==> config.mk <==
export PLATFORM = sky130hd
export DESIGN_NAME = hazard_ctrl
export DESIGN_NICKNAME = d
export VERILOG_FILES = /design/src/rtl/hazard_pkg.sv /design/src/rtl/fwd_select.sv /design/src/rtl/hazard_ctrl.sv
export SDC_FILE = /design/constraint.sdc
export NUM_CORES = 1
export LEC_CHECK = 0
export CELL_PAD_IN_SITES_DETAIL_PLACEMENT = 2
export CELL_PAD_IN_SITES_GLOBAL_PLACEMENT = 2
export CORE_ASPECT_RATIO = 1.4
export CORE_MARGIN = 2
export CORE_UTILIZATION = 25
export DETAILED_ROUTE_END_ITERATION = 6
export GPL_TIMING_DRIVEN = 0
export PLACE_DENSITY_LB_ADDON = 0.1
export REMOVE_ABC_BUFFERS = 1
export SYNTH_ARGS = -nofsm -noshare
export SYNTH_HDL_FRONTEND = slang
export SYNTH_SLANG_ARGS = --single-unit
export TNS_END_PERCENT = 30
==> constraint.sdc <==
create_clock -name clk -period 2.6 [get_ports clk]
set_input_delay 0.39 -clock clk [delete_from_list [all_inputs] [get_ports clk]]
set_output_delay 0.39 -clock clk [all_outputs]
set_load 0.02 [all_outputs]
==> src/rtl/hazard_pkg.sv <==
// rtl/hazard_pkg.sv - shared types and constants for the hazard controller
// Contents:
//   state_e        : FSM encoding (ST_RUN, ST_STALL)
//   FWD_*          : operand forward-select codes
//   REM_W          : width of the remaining-stall-cycle counter (LOAD_LAT <= 4)
package hazard_pkg;

    typedef enum logic {
        ST_RUN   = 1'b0,
        ST_STALL = 1'b1
    } state_e;

    localparam logic [1:0] FWD_NONE  = 2'b00;
    localparam logic [1:0] FWD_MEMWB = 2'b01;
    localparam logic [1:0] FWD_EXMEM = 2'b10;

    // Largest preload is LOAD_LAT-2 = 2, so two bits suffice.
    localparam int REM_W = 2;

endpackage

==> src/rtl/fwd_select.sv <==
// rtl/fwd_select.sv - forward-select decode for one EX operand
// Ports:
//   regwrite_exmem, rd_exmem : EX/MEM write enable and destination
//   regwrite_memwb, rd_memwb : MEM/WB write enable and destination
//   rs_idex                  : ID/EX source register of this operand
//   fwd                      : FWD_EXMEM / FWD_MEMWB / FWD_NONE
module fwd_select
    import hazard_pkg::*;
#(
    parameter int REG_AW = 5
) (
    input  logic              regwrite_exmem,
    input  logic [REG_AW-1:0] rd_exmem,
    input  logic              regwrite_memwb,
    input  logic [REG_AW-1:0] rd_memwb,
    input  logic [REG_AW-1:0] rs_idex,
    output logic [1:0]        fwd
);

    logic hit_exmem;
    logic hit_memwb;

    // x0 is hardwired zero, so a write to it never supplies a value.
    assign hit_exmem = regwrite_exmem && (rd_exmem != '0) && (rd_exmem == rs_idex);
    assign hit_memwb = regwrite_memwb && (rd_memwb != '0) && (rd_memwb == rs_idex);

    // EX/MEM holds the younger result, so it takes priority.
    always_comb begin
        fwd = FWD_NONE;
        if (hit_exmem) begin
            fwd = FWD_EXMEM;
        end else if (hit_memwb) begin
            fwd = FWD_MEMWB;
        end
    end

endmodule

==> src/rtl/hazard_ctrl.sv <==
// rtl/hazard_ctrl.sv - load-use stall, branch flush and forwarding control
// Ports:
//   clk, rst                         : clock, async active-high reset
//   memread_idex, rd_idex            : load in ID/EX and its destination
//   rs1/rs2_ifid, rs1/rs2_used_ifid  : IF/ID sources and their use flags
//   rs1/rs2_idex                     : ID/EX sources for forwarding
//   regwrite_exmem/memwb, rd_*       : later-stage writers
//   branch_taken_ex                  : taken branch/jump resolved in EX
//   pc_write, ifid_write             : pipeline front-end enables
//   idex_bubble, ifid_flush          : NOP insert into ID/EX, IF/ID clear
//   fwd_a, fwd_b                     : operand forward selects
//   stall_count                      : saturating count of stalled cycles
module hazard_ctrl
    import hazard_pkg::*;
#(
    parameter int REG_AW   = 5,
    parameter int LOAD_LAT = 1,
    parameter int CNT_W    = 16
) (
    input  logic              clk,
    input  logic              rst,
    input  logic              memread_idex,
    input  logic [REG_AW-1:0] rd_idex,
    input  logic [REG_AW-1:0] rs1_ifid,
    input  logic [REG_AW-1:0] rs2_ifid,
    input  logic              rs1_used_ifid,
    input  logic              rs2_used_ifid,
    input  logic [REG_AW-1:0] rs1_idex,
    input  logic [REG_AW-1:0] rs2_idex,
    input  logic              regwrite_exmem,
    input  logic [REG_AW-1:0] rd_exmem,
    input  logic              regwrite_memwb,
    input  logic [REG_AW-1:0] rd_memwb,
    input  logic              branch_taken_ex,
    output logic              pc_write,
    output logic              ifid_write,
    output logic              idex_bubble,
    output logic              ifid_flush,
    output logic [1:0]        fwd_a,
    output logic [1:0]        fwd_b,
    output logic [CNT_W-1:0]  stall_count
);

    // The RUN cycle that detects the hazard is the first stall cycle, so
    // STALL only has to cover the remaining LOAD_LAT-1 cycles.
    localparam int STALL_INIT = (LOAD_LAT > 1) ? (LOAD_LAT - 2) : 0;

    state_e             state_q, state_d;
    logic [REM_W-1:0]   rem_q, rem_d;
    logic [CNT_W-1:0]   stall_count_q;
    logic               load_use;
    logic [1:0]         fwd_a_raw;
    logic [1:0]         fwd_b_raw;

    assign load_use = memread_idex && (rd_idex != '0) &&
                      ((rs1_used_ifid && (rs1_ifid == rd_idex)) ||
                       (rs2_used_ifid && (rs2_ifid == rd_idex)));

    always_ff @(posedge clk or posedge rst) begin
        if (rst) begin
            state_q <= ST_RUN;
            rem_q   <= '0;
        end else begin
            state_q <= state_d;
            rem_q   <= rem_d;
        end
    end

    always_comb begin
        state_d     = state_q;
        rem_d       = rem_q;
        pc_write    = 1'b1;
        ifid_write  = 1'b1;
        idex_bubble = 1'b0;
        ifid_flush  = 1'b0;

        if (rst) begin
            // Outputs are held at their idle values while reset is applied.
            state_d = ST_RUN;
            rem_d   = '0;
        end else if (branch_taken_ex) begin
            // The wrong-path instructions are squashed; the front end must
            // keep moving to fetch the target, so stall is abandoned.
            idex_bubble = 1'b1;
            ifid_flush  = 1'b1;
            state_d     = ST_RUN;
            rem_d       = '0;
        end else begin
            unique case (state_q)
                ST_RUN: begin
                    if (load_use) begin
                        pc_write    = 1'b0;
                        ifid_write  = 1'b0;
                        idex_bubble = 1'b1;
                        if (LOAD_LAT > 1) begin
                            state_d = ST_STALL;
                            rem_d   = REM_W'(STALL_INIT);
                        end
                    end
                end
                ST_STALL: begin
                    pc_write    = 1'b0;
                    ifid_write  = 1'b0;
                    idex_bubble = 1'b1;
                    if (rem_q == '0) begin
                        state_d = ST_RUN;
                    end else begin
                        rem_d = rem_q - REM_W'(1);
                    end
                end
                default: begin
                    state_d = ST_RUN;
                    rem_d   = '0;
                end
            endcase
        end
    end

    always_ff @(posedge clk or posedge rst) begin
        if (rst) begin
            stall_count_q <= '0;
        end else if (!pc_write && (stall_count_q != {CNT_W{1'b1}})) begin
            stall_count_q <= stall_count_q + CNT_W'(1);
        end
    end

    assign stall_count = stall_count_q;

    fwd_select #(.REG_AW(REG_AW)) u_fwd_a (
        .regwrite_exmem (regwrite_exmem),
        .rd_exmem       (rd_exmem),
        .regwrite_memwb (regwrite_memwb),
        .rd_memwb       (rd_memwb),
        .rs_idex        (rs1_idex),
        .fwd            (fwd_a_raw)
    );

    fwd_select #(.REG_AW(REG_AW)) u_fwd_b (
        .regwrite_exmem (regwrite_exmem),
        .rd_exmem       (rd_exmem),
        .regwrite_memwb (regwrite_memwb),
        .rd_memwb       (rd_memwb),
        .rs_idex        (rs2_idex),
        .fwd            (fwd_b_raw)
    );

    assign fwd_a = rst ? FWD_NONE : fwd_a_raw;
    assign fwd_b = rst ? FWD_NONE : fwd_b_raw;

endmodule

Run 1, metal 1:
Bar = 20 µm. Supply wires on this layer in gray.
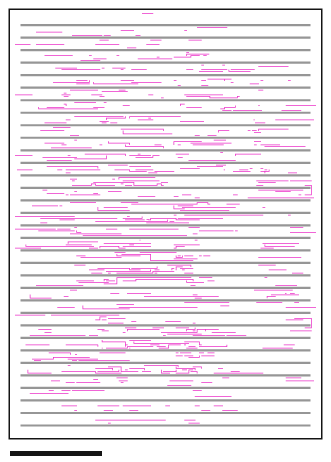
- nets with wire on the layer: 227
- longest straight run: 22.5 µm
- main direction: horizontal
- wire length on this layer: 1840 µm
- share of all routed wire: 39%
sum of routed wire length over all layers: 4730 µm
met1 global-route usage: 18.1%
vias after detailed routing: 1414

Run 1, selected gate families:
Bar = 20 µm.
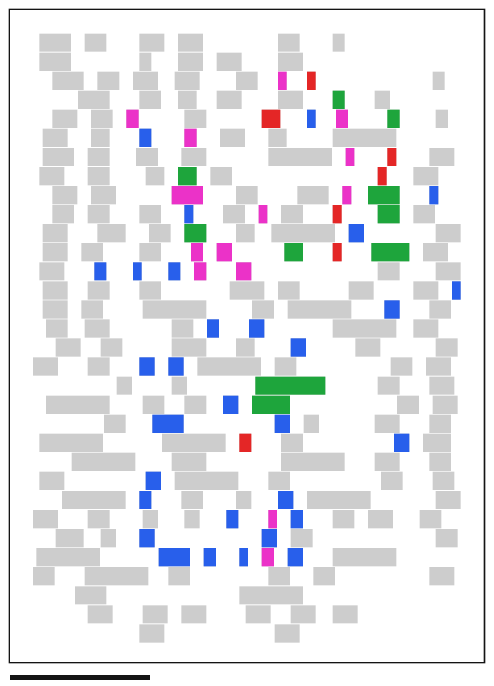
- magenta: NOR gates (cells 14; most used nor3_1)
- red: inverters (cells 7; most used inv_1)
- green: inverting AOI/OAI gates (cells 10)
- blue: NAND gates (cells 30; most used nand4_1)
share of cell area taken by multi-input logic gates: 41.8%
number of non-filler instances in the completed layout: 286
most common cell after layout, fill and taps aside: sky130_fd_sc_hd__clkdlybuf4s50_1

Run 1, signal wires on met3:
Bar = 20 µm. Cells faint in the background.
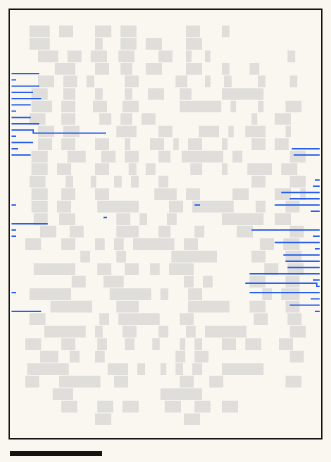
- nets with wire on the layer: 43
- share of all routed wire: 4.8%
- main direction: horizontal
- longest straight run: 15.6 µm
- wire length on this layer: 228 µm
global routing met3 resource utilization: 2.05%

==> run notes, run 1 <==
State of the implementation.

- In the routed layout, each cell is associated on average with a via count of 4.94.
- After floorplanning, the core was sized to cover 0.00549 mm².
- Measured along the y axis, the die boundary spans 93.1 µm.
- The number of antenna-violating nets in the routed design is 0, for reference.
- The count of library flops with an enable pin is 0, for reference.
- The share of Yosys cell area claimed by the top area cell type is 33.6%, for reference.
- Ranking logic cells in the layout by count gives the top entries sky130_fd_sc_hd__clkdlybuf4s50_1, sky130_fd_sc_hd__xnor2_1, sky130_fd_sc_hd__dfrtp_1.
- The flow ran to the end, and the final reports show no timing, DRC or antenna violations.
- Once layout is done, the placed cells without fillers occupy 0.00223 mm².
- The level count of the clock H-tree is 1, for reference.
- The internal power of the cells totals 527 µW.
- The first global-routing pass estimated 7510 µm of wire.
- The fraction of layout instances using a drive strength above 1 is 11.9%, for reference.
- The average cell area after synthesis is 9.51 µm², for reference.
- The number of max-slew violations in the final report is 0, for reference.
- The origin of the worst setup path is rd_exmem[0], for reference.
- For this design the static power due to leakage is 0.000873 µW.
- The maximum achievable frequency is 397 MHz, for reference.
- The multiplexer fraction of the synthesized cell area is 0.795%, for reference.
- The launching element type of the critical path is a primary input, for reference.
- The placement-stage cell area is 0.00213 mm², for reference.
- The largest area contributor in the synthesized netlist is sky130_fd_sc_hd__dfrtp_1, for reference.
- The number of global-route vias before repair came to 1576.
- The most utilized layer in the global route result is met2, for reference.
## run 1: critical path, delay by kind of cell
family	cells	cell delay, ps
buf+inv	3	910
compound gates	1	210
simple gates	2	610
## run 1: flip-flops by register name, indices dropped and copies added (netlist names)
| signal | count |
|---|---|
| stall_count | 16 |
| state_q | 1 |
| rem_q | 2 |
## run 1: final cells by class
cell class	instances	area [µm²]
clock inverter	1	7.51
multi-input combinational	120	932
timing repair buffer	68	659
clock buffer	3	41.3
tap	68	85.1
sequential	19	475
timing repair inverter	1	5.00
inverter	6	26.3
fill	593	3250
## run 1: Yosys cell counts (all sizes together), types with 5 or more instances
master   n
and3     5
and4     5
dfrtp   19
inv      6
nand2    7
nand3    8
nand4   15
nor2     5
nor3     6
xnor2   38
xor2     8
Run 1, routing congestion map:
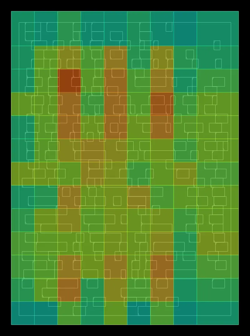

## Run 2: what changed since run 1
- SKIP_LAST_GASP: not set -> 1
Run 2, routing congestion map:
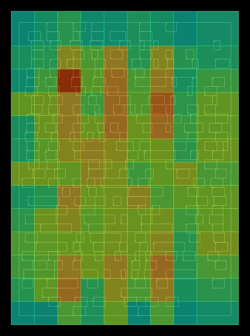
gr usage total: 15.5%
final core utilization: 40.2%
global route hottest layer: met2
average routed wire per standard cell: 16.4 µm

==> run notes, run 2 <==
State of the implementation.

- The run finished with clean final reports.
- The multi-input logic cell count is 120 (unchanged), for reference.
- The floorplan die height is 93.1 µm (unchanged), for reference.
- The logic share of the area came to 41.5% (-0.24 points).
- The most common logic cells in the final layout are sky130_fd_sc_hd__clkdlybuf4s50_1, sky130_fd_sc_hd__xnor2_1, sky130_fd_sc_hd__dfrtp_1.
- The biggest area contributor in the post-synthesis netlist is sky130_fd_sc_hd__dfrtp_1.
- The inverter count is 7 (unchanged), for reference.
- The area occupied by multi-input gates is 916 µm² (-1.7%), for reference.
- The final standard cell count with taps included and fillers excluded is 285 (-0.35%).
- The global routing met3 resource utilization is 2.05% (unchanged), for reference.
- The clock distribution area overhead in the final layout is 2.21% (+0.026 points), for reference.
- The flip-flop count of the largest register after layout is 16 (unchanged), for reference.
- Max-cap violations in this run came to 0.
- The number of non-clock buffers is 67 (-1.5%), for reference.
- The launch point of the critical path was reported as rd_exmem[0].
- The share of Yosys cell area claimed by the top area cell type came to 33.6% (unchanged).
- The launching element type of the critical path is a primary input, for reference.
- The number of inserted filler cells in the final layout came to 594 (+0.17%).
- The number of global-route vias before repair is 1576 (unchanged), for reference.
- The number of buffer and inverter instances along the worst setup path is 2 (-1), for reference.
- The finished layout cell area is 0.00221 mm² (-1.2%), for reference.
- The average via count per standard cell is 4.95 (+0.14%), for reference.
- The non-clock buffer share of cell area is 29.4% (-0.10 points), for reference.
- The instance count of the mapped netlist is 149, for reference.
- The level count of the clock H-tree is 1 (unchanged).
- The count of flip-flops and latches is 19 (unchanged).
- The average cell area after synthesis was 9.51 µm² (unchanged).
- The biggest slice of the area belongs to logic gates.
- The cell leakage power is 0.000844 µW (-3.4%).
- The number of clock buffers in the layout is 3 (unchanged), for reference.
- The dominant delay contributor by cell family on the critical path is simple AND/OR/NAND/NOR gates, for reference.
- The cell-internal power is 526 µW (-0.13%).
- The sequential cell area is 475 µm² (unchanged), for reference.
- The number of max-slew violations in the final report is 0 (unchanged), for reference.
- The count of inserted tapcells is 68 (unchanged), for reference.
- The fraction of standard cell area that is sequential is 21.6% (+0.25 points), for reference.
- The fraction of layout instances using a drive strength above 1 is 9.68% (-2.2 points), for reference.
- The number of antenna-violating nets in the routed design was 0 (unchanged).
- The placement-stage cell area is 0.00213 mm² (unchanged).
[run 2: logic make-up (layout without fill, tap and decap cells)]
logic type | after synthesis | after routing | share of synthesized area (%)
multiplexers | 1 | 1 | 0.795
buffers and inverters | 10 | 78 | 3.62
adder cells (fa/ha/maj) | 2 | 2 | 1.77
XOR/XNOR | 46 | 46 | 28.4
AND/OR/NAND/NOR | 61 | 61 | 25.9
flip-flops | 19 | 19 | 33.6
AND-OR/OR-AND | 10 | 10 | 5.92
[run 2: final timing paths]
check / endpoint / cells after the start / slack (ps)
min in group clk: stall_count[13] / 1 / 500
max in group asynchronous: stall_count[13] / 2 / 1950
setup / recovery: fwd_b[0] / 6 / 3
hold reg to reg: stall_count[13] / 1 / 500
hold / removal: stall_count[8] / 2 / 390
setup reg to reg: stall_count[1] / 6 / 390
Run 2, zoomed window:
Bar = 10 µm. Region (28, 3) to (68, 43) µm. Cells in gray, sequential cells in the stronger gray; small squares are vias.
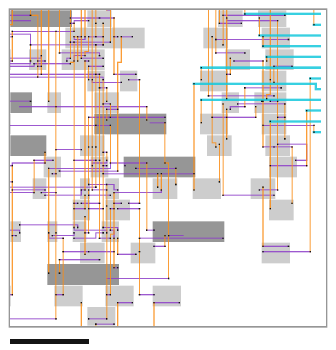

## Run 3: what changed since run 2
- PLACE_DENSITY: not set -> 0.83
- PLACE_DENSITY_LB_ADDON: 0.1 -> not set
Run 3, zoomed window:
Bar = 10 µm. Region (28, 3) to (68, 43) µm. Cells in gray, sequential cells in the stronger gray; small squares are vias.
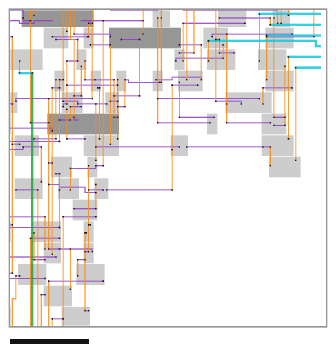
- orange: met2
- purple: met1
- green: met4
- cyan: met3
- cells with their middle in the window: 45
- most frequent: clkdlybuf4s50_1 (11), inv_1 (5), xnor2_1 (4)
- netlist names of flops here include: rem_q (2), state_q (1)
- sequential cells in the window: 3

==> run notes, run 3 <==
State of the implementation.

- The non-clock buffer share of cell area is 29.9% (+0.49 points), for reference.
- The slack of the worst reg-to-reg path was 300 ps (-90 ps).
- The multi-input logic cell count is 120 (unchanged), for reference.
- The level count of the clock H-tree came to 1 (unchanged).
- The final standard cell count with taps included and fillers excluded is 285 (unchanged).
- The average via count per standard cell is 5.01 (+1.1%), for reference.
- The average cell area after synthesis is 9.51 µm² (unchanged).
- The fraction of the core area covered by cells at the end of the flow is 40.4% (+0.18 points).
- The cell-internal power is 529 µW (+0.49%).
- Per STA, the worst path accumulates the most delay in the family buffers and inverters.
- The largest area contributor in the synthesized netlist is sky130_fd_sc_hd__dfrtp_1, for reference.
- The number of buffer and inverter instances along the worst setup path came to 2 (unchanged).
- The count of flip-flops and latches came to 19 (unchanged).
- The area occupied by multi-input gates was 916 µm² (unchanged).
- In the post-route analysis, the smallest setup slack over all paths is -76.4 ps.
- The global routing met3 resource utilization was 1.20% (-0.84 points).
- The number of cell instances on the worst register-to-register path is 6 (unchanged), for reference.
- The number of non-clock buffers is 67 (unchanged), for reference.
- The checks that failed: negative setup slack.
- For this run, the final setup violation count is recorded as 3.
- The run finished, with violations left.
- The placement-stage cell area came to 0.00213 mm² (unchanged).
- The number of global-route vias before repair came to 1594 (+1.1%).
- The endpoint of the worst hold path is reported as stall_count[9].
- The clock distribution area overhead in the final layout is 2.03% (-0.18 points).
## run 3: cell types whose count changed in the layout (fill, tap and decap cells not counted), sizes merged
| cell | change |
|---|---|
| clkdlybuf4s50 | +3 |
| dlygate4sd2 | -2 |
| clkbuf | +1 |
| clkdlybuf4s15 | +1 |
| buf | -2 |
| clkinvlp | -1 |
## run 3: cell families (layout without fill, tap and decap cells)
logic type               count (synthesis)  in the layout  share of synthesized area (%)
AND-OR/OR-AND                           10             10                           5.92
flip-flops                              19             19                           33.6
adder cells (fa/ha/maj)                  2              2                           1.77
AND/OR/NAND/NOR                         61             61                           25.9
buffers and inverters                   10             78                           3.62
XOR/XNOR                                46             46                           28.4
multiplexers                             1              1                          0.795
Power figures rest on the tool's default switching activity, not on a simulated workload.
